`src/rtl/fifo_uart_pkg.sv`:
```
// ---------------------------------------------------------------------------
// fifo_uart_pkg
// Shared types and constants for the FIFO-fed UART transmitter.
//   fifo_uart_state_e : transmitter FSM states
//   PAR_NONE/EVEN/ODD : values accepted by the PARITY parameter
// ---------------------------------------------------------------------------
package fifo_uart_pkg;

   typedef enum logic [2:0] {
      IDLE       = 3'd0,
      FETCH      = 3'd1,
      LOAD       = 3'd2,
      START      = 3'd3,
      DATA       = 3'd4,
      PARITY_BIT = 3'd5,
      STOP       = 3'd6
   } fifo_uart_state_e;

   localparam int PAR_NONE = 0;
   localparam int PAR_EVEN = 1;
   localparam int PAR_ODD  = 2;

endpackage

```
`src/rtl/fifo_uart_baud_cnt.sv`:
```
// ---------------------------------------------------------------------------
// fifo_uart_baud_cnt
// Per-bit tick counter. Counts 0..CLKS_PER_BIT-1 and wraps; o_tick marks the
// last clk cycle of the current serial bit.
//   clk      : rising-edge clock
//   rst      : asynchronous, active-high reset
//   i_clear  : restart the count at 0 on the next edge (state entry)
//   o_tick   : high on the final cycle of a bit period
// ---------------------------------------------------------------------------
module fifo_uart_baud_cnt #(
   parameter int CLKS_PER_BIT = 16
) (
   input  logic clk,
   input  logic rst,
   input  logic i_clear,
   output logic o_tick
);

   localparam int CW = (CLKS_PER_BIT > 1) ? $clog2(CLKS_PER_BIT) : 1;
   localparam logic [CW-1:0] LAST = CW'(CLKS_PER_BIT - 1);

   logic [CW-1:0] r_count;

   assign o_tick = (r_count == LAST);

   always_ff @(posedge clk or posedge rst) begin
      if (rst) begin
         r_count <= '0;
      end else if (i_clear || o_tick) begin
         r_count <= '0;
      end else begin
         r_count <= r_count + CW'(1);
      end
   end

endmodule

```
`src/rtl/fifo_uart_tx.sv`:
```
// ---------------------------------------------------------------------------
// fifo_uart_tx
// Pulls words from a FIFO with registered read data and sends each as a UART
// frame: start bit, WIDTH data bits LSB-first, optional parity, one stop bit.
//   clk, rst    : rising-edge clock, asynchronous active-high reset
//   enable      : allows new words to be fetched (checked in IDLE and at
//                 STOP exit only; a frame in flight always completes)
//   fifo_empty  : FIFO empty flag
//   fifo_data   : FIFO read data, valid the cycle after a pop
//   fifo_rd_en  : pop strobe, one cycle per word
//   tx          : serial line, idle high, registered
//   busy        : high whenever the FSM is not IDLE
//   done        : one-cycle pulse on the last cycle of each stop bit
//   o_state     : current FSM state, for debug/observation
//
// FIFO handshake: a pop is issued only when fifo_empty=0 was seen on the
// same edge that enters FETCH, so fifo_rd_en is never raised on an empty
// FIFO. fifo_rd_en is high for exactly the FETCH cycle; the popped word
// appears on fifo_data during LOAD and is captured at the end of LOAD.
// ---------------------------------------------------------------------------
module fifo_uart_tx
   import fifo_uart_pkg::*;
#(
   parameter int WIDTH        = 8,
   parameter int CLKS_PER_BIT = 16,
   parameter int PARITY       = PAR_NONE
) (
   input  logic             clk,
   input  logic             rst,
   input  logic             enable,
   input  logic             fifo_empty,
   input  logic [WIDTH-1:0] fifo_data,
   output logic             fifo_rd_en,
   output logic             tx,
   output logic             busy,
   output logic             done,
   output fifo_uart_state_e o_state
);

   localparam int IW = $clog2(WIDTH) + 1;
   localparam logic [IW-1:0] LAST_BIT = IW'(WIDTH - 1);

   fifo_uart_state_e r_state;
   fifo_uart_state_e w_next_state;

   logic [WIDTH-1:0] r_shift;
   logic [WIDTH-1:0] w_shift_next;
   logic [IW-1:0]    r_bit_idx;
   logic [IW-1:0]    w_bit_idx_next;
   logic             r_par;
   logic             w_par_next;
   logic             r_tx;
   logic             w_tx_next;
   logic             w_tick;
   logic             w_clear;
   logic             w_fetch_ok;

   assign w_fetch_ok = enable && !fifo_empty;

   // Restart the bit timer on every state change so each state's first
   // cycle is count 0; IDLE also holds it cleared instead of free-running.
   assign w_clear = (w_next_state != r_state) || (r_state == IDLE);

   fifo_uart_baud_cnt #(
      .CLKS_PER_BIT(CLKS_PER_BIT)
   ) u_baud_cnt (
      .clk     (clk),
      .rst     (rst),
      .i_clear (w_clear),
      .o_tick  (w_tick)
   );

   always_ff @(posedge clk or posedge rst) begin
      if (rst) begin
         r_state   <= IDLE;
         r_shift   <= '0;
         r_bit_idx <= '0;
         r_par     <= 1'b0;
         r_tx      <= 1'b1;
      end else begin
         r_state   <= w_next_state;
         r_shift   <= w_shift_next;
         r_bit_idx <= w_bit_idx_next;
         r_par     <= w_par_next;
         r_tx      <= w_tx_next;
      end
   end

   always_comb begin
      w_next_state   = r_state;
      w_shift_next   = r_shift;
      w_bit_idx_next = r_bit_idx;
      w_par_next     = r_par;
      w_tx_next      = 1'b1;

      case (r_state)
         IDLE: begin
            if (w_fetch_ok) w_next_state = FETCH;
         end
         FETCH: begin
            w_next_state = LOAD;
         end
         LOAD: begin
            w_next_state   = START;
            w_shift_next   = fifo_data;
            w_bit_idx_next = '0;
            w_par_next     = (^fifo_data) ^ (PARITY == PAR_ODD);
         end
         START: begin
            if (w_tick) w_next_state = DATA;
         end
         DATA: begin
            if (w_tick) begin
               if (r_bit_idx == LAST_BIT) begin
                  w_next_state = (PARITY != PAR_NONE) ? PARITY_BIT : STOP;
               end else begin
                  w_shift_next   = r_shift >> 1;
                  w_bit_idx_next = r_bit_idx + IW'(1);
               end
            end
         end
         PARITY_BIT: begin
            if (w_tick) w_next_state = STOP;
         end
         STOP: begin
            if (w_tick) w_next_state = w_fetch_ok ? FETCH : IDLE;
         end
         default: begin
            w_next_state = IDLE;
         end
      endcase

      // tx is registered, so it is computed from the state being entered;
      // this keeps the line aligned with r_state with no extra cycle of lag.
      case (w_next_state)
         START:      w_tx_next = 1'b0;
         DATA:       w_tx_next = w_shift_next[0];
         PARITY_BIT: w_tx_next = w_par_next;
         default:    w_tx_next = 1'b1;
      endcase
   end

   assign fifo_rd_en = (r_state == FETCH);
   assign busy       = (r_state != IDLE);
   assign done       = (r_state == STOP) && w_tick;
   assign tx         = r_tx;
   assign o_state    = r_state;

endmodule

```
`config.mk`:
```
export PLATFORM = sky130hd
export DESIGN_NAME = fifo_uart_tx
export DESIGN_NICKNAME = d
export VERILOG_FILES = /design/src/rtl/fifo_uart_pkg.sv /design/src/rtl/fifo_uart_baud_cnt.sv /design/src/rtl/fifo_uart_tx.sv
export SDC_FILE = /design/constraint.sdc
export NUM_CORES = 1
export LEC_CHECK = 0
export CORE_MARGIN = 4
export CORE_UTILIZATION = 45
export CTS_BUF_LIST = sky130_fd_sc_hd__clkbuf_16
export CTS_CLUSTER_SIZE = 14
export DETAILED_ROUTE_END_ITERATION = 10
export PLACE_DENSITY = 0.78
export SYNTH_ARGS = -nofsm -noshare
export SYNTH_HDL_FRONTEND = slang
export SYNTH_SLANG_ARGS = --single-unit
export TNS_END_PERCENT = 20
```
`constraint.sdc`:
```
create_clock -name clk -period 1.95 [get_ports clk]
set_input_delay 0.39 -clock clk [delete_from_list [all_inputs] [get_ports clk]]
set_output_delay 0.39 -clock clk [all_outputs]
set_load 0.05 [all_outputs]
```
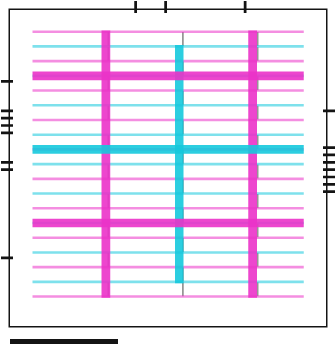
run_1/power_grid.png
Scale bar: 20 um. Pins as bars on the die edge. Tap cells in gray.
Key: cyan = VDD; magenta = VSS
3 straps on met4. 19 met1 rails follow the rows. 19 signal pins sit on the boundary.

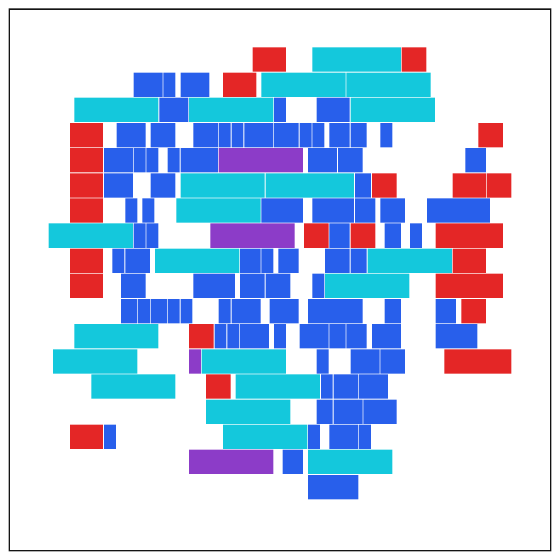
run_1/placement_by_type.png
Key: blue = combinational and other logic [cells 88]; purple = clock drivers and dummy loads [cells 4]; red = remaining buffers and delay cells [cells 23]; cyan = sequential cells [cells 21]

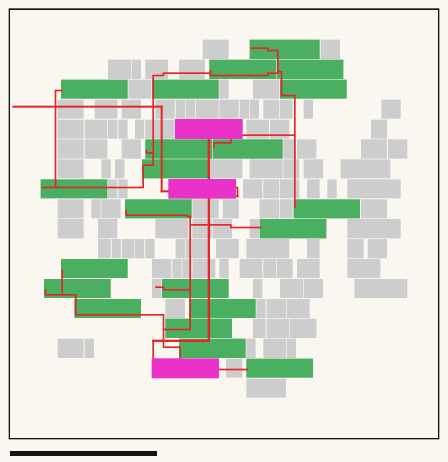
run_1/clk_routes.png
Scale bar: 20 um.
Key: green = flip-flops [count 21]; red = clock wires [length 273 um]; magenta = clock drivers [count 3]
There are 4 routed clock nets.
Latency at later pin: 260 ps
Final Skew: 4.73 ps

==> job_summary.md, run 1 <==
## Implementation flow summary

| Metric | Value |
|---|---|
| Run status | completed |
| Multiplexer share | 0.985% |
| Final slew viol count | 0 |
| GRT Residual Overflow | 0 |
| # diodes | 0 |
| Xor/xnor share | under 10% |
| Slowest Stage Delay on Critical Path | 400 ps |
| DRC errors left | 0 |
| Flops | 21 |
| Comb. cell area | 584 sq um |
| NonClk Buf Share | between 10% and 20% |
| WL final | 2370 um |
| Share of layout cells above drive strength 1 | 22.1% |
| Internal power | 0.776 mW |
| Post-CTS Setup Bufs | 0 |
| Reg2reg start | u_baud_cnt.r_count[0] |
| PortBufs | 18 |
| Crit path cell chain | ha_2, and3_2, and3_2, buf_12 |
| Sequential power share | 46.9% |
| Synth Register Bits | 21 |
| CP endpoint | done |
| Top area cell types | dfrtp_1 44%, xnor2_1 7.7%, nand2_1 6.9%, a22oi_1 4.6%, dfstp_2 2.3% |
| Reg clk slew, reported paths | ~60 ps |
| P_sw | 0.205 mW |
| DR WL met3 | 138 um |
| Die H | ~60 um |
| Tap Count | 30 |
| Place WS | 157 ps |
| Post-CTS Resized | 1 |
| Logic pwr share | 9.4% |
| Die area | about 0.0034 sq mm |
| H-tree depth | 1 |
| Vias | 922 |
| Clock Tree Root | clkbuf_16 |
| Clock Network Area Fraction | 5.35% |
| GRT Total Usage | 15.7% |
| Seq. pwr | 0.460 mW |
| Largest net degree at the start of global routing | 14 |
| Net Count, Synth | between 100 and 150 |
| Gpl congestion | between 0.7 and 0.8 |
| Layout Cells excl Fill | between 150 and 200 |
| Cell with the most instances after synthesis | nand2_1 |
| Initial antenna violation count | 0 |
| Clock network power share | 43.7% |
| Arrival time at the worst endpoint | 1500 ps |
| Buffers excl. clock | 23 |
| Placed Cells | 162 |
| Adder share | under 10% |
[run 1: critical path, delay by kind of cell, from the launching register on]
kind,cells,cell delay (ps)
simple gates,2,490
fa+ha+maj,1,220
buf+inv,1,150
flops,1,400
[run 1: sequential cells by signal (all words and copies together), names as in the netlist]
| register | cells |
|---|---|
| r_bit_idx | 4 |
| o_state | 3 |
| r_shift | 8 |
| tx | 1 |
| u_baud_cnt.r_count | 4 |
| r_par | 1 |
[run 1: kinds of logic (layout without fill, tap and decap cells)]
logic type / after synthesis / after routing
buffers and inverters: 7 / 29
XOR/XNOR: 12 / 12
multiplexers: 1 / 1
flip-flops: 21 / 21
adder cells (fa/ha/maj): 2 / 2
AND/OR/NAND/NOR: 53 / 53
AND-OR/OR-AND: 18 / 18
==> run 1 -> run 2 <==
Settings changed: TNS_END_PERCENT 20 to 30.
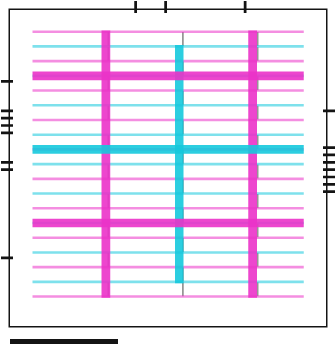
run_2/power_grid.png
Scale bar: 20 um. Pins as bars on the die edge. Tap cells in gray.
Key: cyan = VDD; magenta = VSS
3 straps on met4. 19 signal pins sit on the boundary. 19 met1 rails follow the rows. The core has 18 rows.
Peak VDD IR: 0.460 mV
Die W: 58.4 um

==> run 2 against run 1 <==
Compared with the run above: fmax is the same; cell area is the same; via count unchanged; flip-flop count stayed put; final cell count stayed put; total power is the same; synthesized cell count unchanged; critical path type unchanged.
==> job_summary.md, run 2 <==
## Implementation flow summary

| Metric | Value |
|---|---|
| Run status | completed (unchanged) |
| Final slew viol count | 0 (unchanged) |
| Vias in the first global route | 909 (unchanged) |
| Gpl congestion | 0.740 (unchanged) |
| Latency at later pin | 260 ps (about the same) |
| GRT Residual Overflow | 0 (unchanged) |
| Instance count on the critical path | 4 (unchanged) |
| Crit path cell chain | ha_2, and3_2, and3_2, buf_12 (unchanged) |
| Biggest regs | r_shift (8), r_bit_idx (4), u_baud_cnt.r_count (4) (unchanged) |
| Share of layout cells above drive strength 1 | 22.1% (unchanged) |
| Layout Cells excl Fill | 166 (unchanged) |
| Top area cell types | dfrtp_1 44%, xnor2_1 7.7%, nand2_1 6.9%, a22oi_1 4.6%, dfstp_2 2.3% (unchanged) |
| Reg clk slew, reported paths | 60 ps (about the same) |
| DRC errors left | 0 (unchanged) |
| Max FFs per register | 8 (unchanged) |
| Synth Register Bits | 21 (unchanged) |
| Net Count, Synth | 128 (unchanged) |
| Logic pwr share | 9.4% (about the same) |
| DR WL met3 | 138 um (unchanged) |
| Vias | 922 (unchanged) |
| Slowest Stage Delay on Critical Path | 400 ps (about the same) |
| Initial antenna violation count | 0 (unchanged) |
| Cell with the most instances after synthesis | nand2_1 (unchanged) |
| Post-CTS Setup Bufs | 0 (unchanged) |
| CP delay by family, top | simple AND/OR/NAND/NOR gates (unchanged) |
| Place WS | 157 ps (unchanged) |
| Placed Cells | 162 (unchanged) |
| Seq. pwr | 0.460 mW (about the same) |
| # diodes | 0 (unchanged) |
| P_sw | 0.205 mW (unchanged) |
| WL final | 2370 um (unchanged) |
| Sequential power share | 46.9% (about the same) |
| Die area | 0.00341 sq mm (unchanged) |
| Critical path buffers and inverters | 1 (unchanged) |
| Reg2reg start | u_baud_cnt.r_count[0] (unchanged) |
| H-tree depth | 1 (unchanged) |
| Post-CTS Resized | 1 (unchanged) |
| GRT Total Usage | 15.7% (unchanged) |
| PortBufs | 18 (unchanged) |
| Comb. cell area | 584 sq um (unchanged) |
| Internal power | 0.776 mW (unchanged) |
run 2: cell counts in the layout (fill, tap and decap cells not counted):
No cell type changed its count.
run 2: cells by family (layout without fill, tap and decap cells):
logic type,after synthesis,count (layout),share of synthesized area (%)
flip-flops,21,21,46.1
AND-OR/OR-AND,18,18,12.4
AND/OR/NAND/NOR,53,53,25.3
multiplexers,1,1,0.985
buffers and inverters,7,29,3.94
XOR/XNOR,12,12,9.19
adder cells (fa/ha/maj),2,2,2.19
run 2: layout make-up:
class                           instances  area share, %
Multi-Input combinational cell         86           39.6
Sequential cell                        21           35.8
Timing Repair Buffer                   23           16.1
Clock buffer                            3           5.09
Tap cell                               30           2.55
Inverter                                2          0.509
Clock inverter                          1          0.255
Power and IR drop assume default switching activity.
